<file path="src/rtl/apb_master.sv">
// APB3 bridge for the RV32I load/store port: decodes four slave windows at 0x1000_0xxx..0x1000_3xxx,
// runs each request as a SETUP/ACCESS transfer and returns a one-cycle ready with read data or error.
module apb_master #(
  parameter int TIMEOUT = 16
) (
  input  logic        clk,
  input  logic        reset,
  input  logic        transfer,
  input  logic        write,
  input  logic [31:0] addr,
  input  logic [31:0] wdata,
  output logic [31:0] rdata,
  output logic        ready,
  output logic        error,
  output logic [31:0] PADDR,
  output logic        PWRITE,
  output logic [31:0] PWDATA,
  output logic        PENABLE,
  output logic        PSEL0,
  output logic        PSEL1,
  output logic        PSEL2,
  output logic        PSEL3,
  input  logic [31:0] PRDATA0,
  input  logic [31:0] PRDATA1,
  input  logic [31:0] PRDATA2,
  input  logic [31:0] PRDATA3,
  input  logic        PREADY0,
  input  logic        PREADY1,
  input  logic        PREADY2,
  input  logic        PREADY3
);

  localparam int NUM_SLAVES = 4;
  localparam int CW         = $clog2(TIMEOUT) + 1;

  typedef enum logic [1:0] {IDLE, SETUP, ACCESS} state_t;

  typedef struct packed {
    logic [31:0] addr;
    logic [31:0] wdata;
    logic        write;
    logic [1:0]  idx;
    logic        mapped;
  } req_t;

  state_t  state, state_nxt;
  req_t    req;
  logic [CW-1:0] cnt, cnt_nxt;

  logic [NUM_SLAVES-1:0]        psel;
  logic [NUM_SLAVES-1:0]        pready_v;
  logic [NUM_SLAVES-1:0][31:0]  prdata_v;
  logic                         sel_ready;
  logic [31:0]                  sel_rdata;
  logic                         timed_out;

  assign pready_v  = {PREADY3, PREADY2, PREADY1, PREADY0};
  assign prdata_v  = {PRDATA3, PRDATA2, PRDATA1, PRDATA0};
  assign sel_ready = pready_v[req.idx];
  assign sel_rdata = prdata_v[req.idx];
  assign timed_out = (cnt == CW'(TIMEOUT - 1));

  always_ff @(posedge clk or negedge reset) begin
    if (!reset) begin
      state <= IDLE;
      req   <= '0;
      cnt   <= '0;
    end else begin
      state <= state_nxt;
      cnt   <= cnt_nxt;
      // Window 0x10000..0x10003 on addr[31:12] is addr[31:14] == 0x04000 with the slave in addr[13:12].
      if (state == IDLE && transfer)
        req <= '{addr: addr, wdata: wdata, write: write, idx: addr[13:12],
                 mapped: (addr[31:14] == 18'h04000)};
    end
  end

  always_comb begin
    state_nxt = state;
    cnt_nxt   = cnt;
    ready     = 1'b0;
    error     = 1'b0;
    rdata     = '0;
    case (state)
      IDLE:   if (transfer) state_nxt = SETUP;
      SETUP: begin
        cnt_nxt   = '0;
        state_nxt = ACCESS;
      end
      ACCESS: begin
        if (!req.mapped) begin
          ready     = 1'b1;
          error     = 1'b1;
          state_nxt = IDLE;
        end else if (sel_ready) begin
          ready     = 1'b1;
          rdata     = req.write ? '0 : sel_rdata;
          state_nxt = IDLE;
        end else if (timed_out) begin
          ready     = 1'b1;
          error     = 1'b1;
          state_nxt = IDLE;
        end else begin
          cnt_nxt = (cnt == {CW{1'b1}}) ? cnt : cnt + CW'(1);
        end
      end
      default: state_nxt = IDLE;
    endcase
  end

  // One-hot select held through SETUP and ACCESS; nothing selected for an unmapped address.
  for (genvar i = 0; i < NUM_SLAVES; i++) begin : g_psel
    assign psel[i] = (state != IDLE) && req.mapped && (req.idx == 2'(i));
  end

  assign PSEL0   = psel[0];
  assign PSEL1   = psel[1];
  assign PSEL2   = psel[2];
  assign PSEL3   = psel[3];
  assign PENABLE = (state == ACCESS);
  assign PADDR   = req.addr;
  assign PWDATA  = req.wdata;
  assign PWRITE  = req.write;

endmodule

</file>
<file path="config.mk">
export PLATFORM = sky130hd
export DESIGN_NAME = apb_master
export DESIGN_NICKNAME = d
export VERILOG_FILES = /design/src/rtl/apb_master.sv
export SDC_FILE = /design/constraint.sdc
export NUM_CORES = 1
export LEC_CHECK = 0
export ABC_AREA = 1
export CAP_MARGIN = 25
export CORE_ASPECT_RATIO = 0.7
export CORE_MARGIN = 4
export CORE_UTILIZATION = 37
export CTS_CLUSTER_SIZE = 20
export DETAILED_ROUTE_END_ITERATION = 12
export PLACE_DENSITY = 0.78
export SETUP_SLACK_MARGIN = 0.3
export SKIP_CTS_REPAIR_TIMING = 1
export SLEW_MARGIN = 20
export SYNTH_ARGS = -nofsm -noshare
export SYNTH_HDL_FRONTEND = slang
export SYNTH_SLANG_ARGS = --single-unit
</file>
<file path="constraint.sdc">
create_clock -name clk -period 2.2 [get_ports clk]
set_input_delay 0.44 -clock clk [delete_from_list [all_inputs] [get_ports clk]]
set_output_delay 0.44 -clock clk [all_outputs]
set_load 0.01 [all_outputs]
</file>
==> reports/metrics.cfg, run 1 <==
[outcome]
outcome=complete, but fails checks
violations=setup timing

[synth]
simple_gate_share_pct=31.4
synth.avg_cell_area_sq_um=6.97
ff_type=dfrtp_1
yosys_warnings=0
edf_count=0
synth.largest_area_cell=dfrtp_1

[critical_path]
setup.worst_path.start_class=input pin
crit_type=in -> out
reg2reg_slack_ns=0.48
crit_slowest_cell=clkdlybuf4s50_1
worstReg2RegEnd=PADDR[29]
reg2reg_from=state[0]
slowest_delay_ns=0.48

[pwr]
seqPwrFrac_pct=26.8
p_clk_mw=1.46
power_leader=combinational logic
comb-power_mw=4.92
p_per_area_nw_per_um2=1080
pwr-share-comb_pct=56.5

[final_layout]
final_cell_mix=clkdlybuf4s50_1, nand2_1, nand3_1, dfrtp_1, inv_1
seqCellArea_sq_um=1830
comb_cells=439
final_util_pct=65.0

[timing]
layout_setup_ws_ns=-0.0451
hold_ws_ns=0.0369
tns_ns=-0.360
max_clock_freq_mhz=445
finalSetupViolations=18
finalCriticalPeriod_ns=2.25

[clock_network]
numCtsBuffers=9
clock_latency_ns=0.32
path_clk_slew_ns=0.06
cts_tree=done
root_buffer=clkbuf_16

[global_route]
grt_antenna_before_repair=0

[routing]
met3_length_um=1580

[die]
ios=304
chipArea_sq_um=14600

Run 1, signal metal coverage by tile:
The die is cut into 29 by 20 equal tiles; black is low, pale yellow is high, scaled to the fullest tile. Values are wire area over tile area, all layers added.
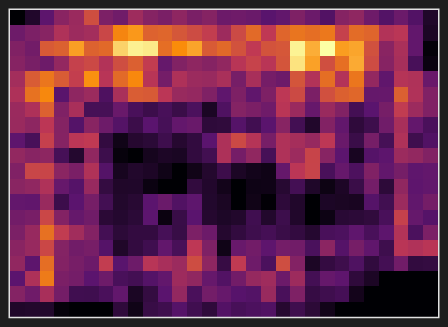
fullest tile: 0.62
mean over tiles: 0.19
nearly empty tiles: 5.5%

Run 1, cell outlines without signal wires:
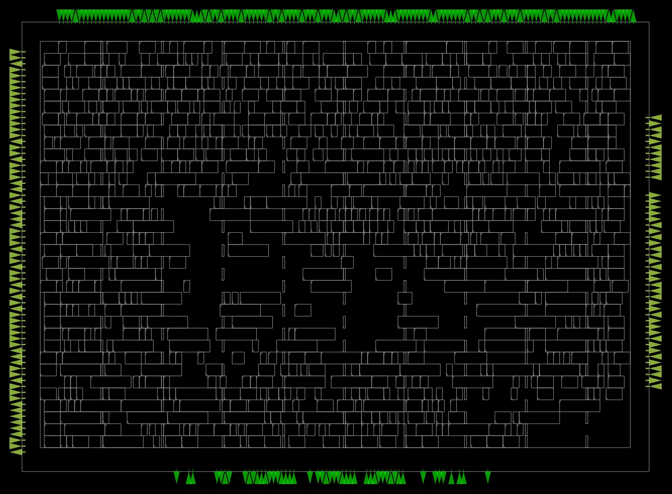
FFs & Latches: 73
n_taps: 162
core area: 12,400 sq um
Post-Layout Cell Count: 1,093
FP Rows: 34

Run 1, wiring by layer:
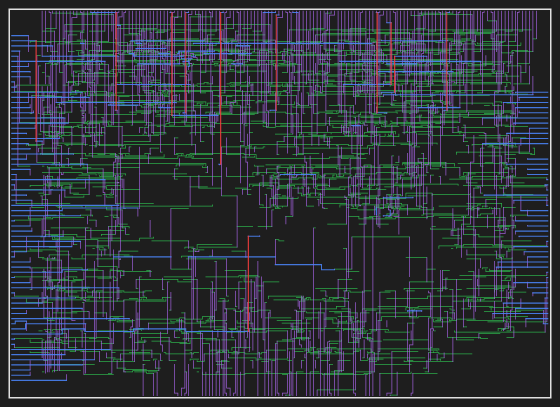
[green] met1 | wire length: 7,440 um
[purple] met2 | wire length: 7,970 um
[blue] met3 | wire length: 1,580 um
[red] met4 | wire length: 275 um

Run 1, cells coloured by class:
The bar under the picture is 50 um long. Fill, decap, tap and diode cells in grey.
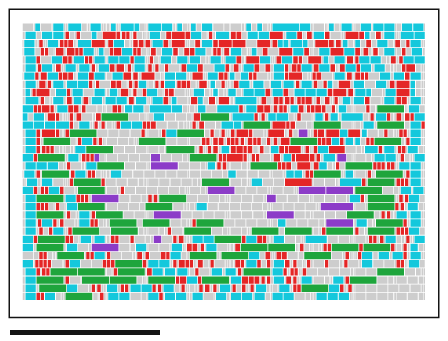

==> run 2: changes to the inputs <==
--- a/config.mk
+++ b/config.mk
@@ -15,7 +15,6 @@
 export PLACE_DENSITY = 0.78
 export SETUP_SLACK_MARGIN = 0.3
 export SKIP_CTS_REPAIR_TIMING = 1
-export SLEW_MARGIN = 20
 export SYNTH_ARGS = -nofsm -noshare
 export SYNTH_HDL_FRONTEND = slang
 export SYNTH_SLANG_ARGS = --single-unit
==> constraint.sdc (replaced) <==
create_clock -name clk -period 2.5 [get_ports clk]
set_input_delay 0.5 -clock clk [delete_from_list [all_inputs] [get_ports clk]]
set_output_delay 0.5 -clock clk [all_outputs]
set_load 0.01 [all_outputs]
Run 2, cells coloured by class:
The bar under the picture is 50 um long. Fill, decap, tap and diode cells in grey.
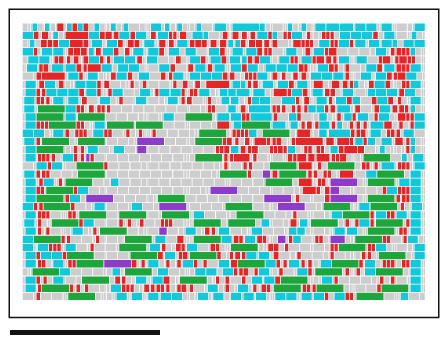
[cyan] other buffers and delay cells | cells: 339 | share of their area: 42%
[purple] clock drivers and dummy loads | cells: 16 | share of their area: 3.7%
[green] flops | cells: 73 | share of their area: 24%
[red] all other logic | cells: 500 | share of their area: 30%

Run 2, signal wires on met1:
Supply wires on this layer in grey.
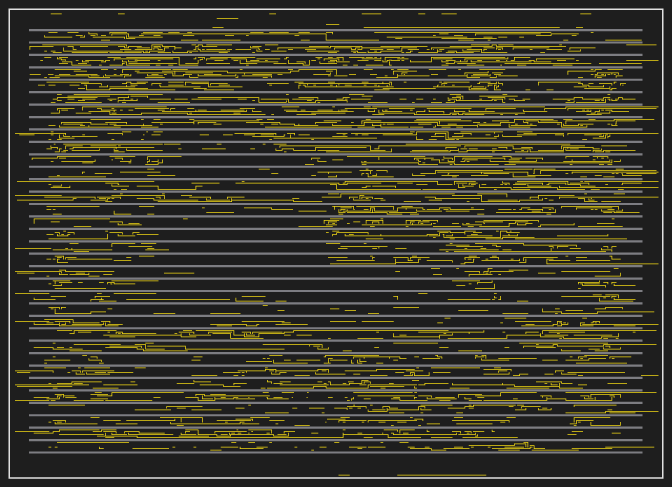
main direction: horizontal
wire length on this layer: 7,510 um
longest straight run: 45.1 um

==> run 2 against run 1 <==
Compared with the run above:
- the flow now finishes without violations
- count of clock-buffer cells in the layout is 2 higher
- clock power down 18%
- largest cell class unchanged
- hold slack improved by 0.10 ns
- sequential share of layout area rose by 0.56 points
- core utilization fell by 1.6 points
- first-iteration DRC count rose by 2.2%
- die area unchanged
==> reports/metrics.cfg, run 2 <==
[final_layout]
final_util_pct=63.4  ; -1.6 points
comb_cells=439  ; unchanged
fin_cells=1090  ; -0.27%
seq_cell_count=73  ; unchanged
area_dominant_class=buffers
final_cell_mix=clkdlybuf4s50_1, nand2_1, nand3_1, dfrtp_1, inv_1
seqCellArea_sq_um=1830  ; about the same

[critical_path]
crit_slowest_cell=dfrtp_1
crit_type=reg -> out
reg2reg_slack_ns=0.80  ; +0.32 ns
reg2reg_from=cnt[0]
slowest_delay_ns=0.40  ; -0.08 ns
setup.worst_path.start_class=flip-flop
worstReg2RegEnd=cnt[1]

[routing]
met3_length_um=1550  ; -1.9%
viasPerCell=4.69

[synth]
ys_seq_share_pct=38.9
synth.avg_cell_area_sq_um=6.97  ; unchanged
synth.largest_area_cell=dfrtp_1
edf_count=0  ; unchanged
simple_gate_share_pct=31.4  ; unchanged
yosys_warnings=0  ; unchanged
ff_type=dfrtp_1

[pwr]
pwr-share-comb_pct=56.5  ; about the same
p_clk_mw=1.19  ; -18%
power_leader=combinational logic
comb-power_mw=4.18  ; -15%
seqPwrFrac_pct=27.4  ; +0.6 points
p_per_area_nw_per_um2=939  ; -13%

[clock_network]
cts_tree=done
path_clk_slew_ns=0.06  ; about the same
numCtsBuffers=9  ; unchanged
root_buffer=clkbuf_16
clock_latency_ns=0.32  ; about the same

[timing]
tns_ns=0  ; +0.360 ns
max_clock_freq_mhz=421
finalCriticalPeriod_ns=2.37
finalSetupViolations=0  ; -18
hold_ws_ns=0.140  ; +0.103 ns
layout_setup_ws_ns=0.125  ; +0.170 ns

[outcome]
outcome=finished clean

[die]
rows=34  ; unchanged
nWellTaps=162  ; unchanged
ios=304  ; unchanged
chipArea_sq_um=14600  ; unchanged
core_area_sq_um=12400  ; unchanged

[global_route]
grt_pass1_vias=4691
grt_antenna_before_repair=0  ; unchanged
grtUsageTotal_pct=21.1
use_met1_pct=29.1

No activity file was given, so power comes from the tool's default toggle rates.
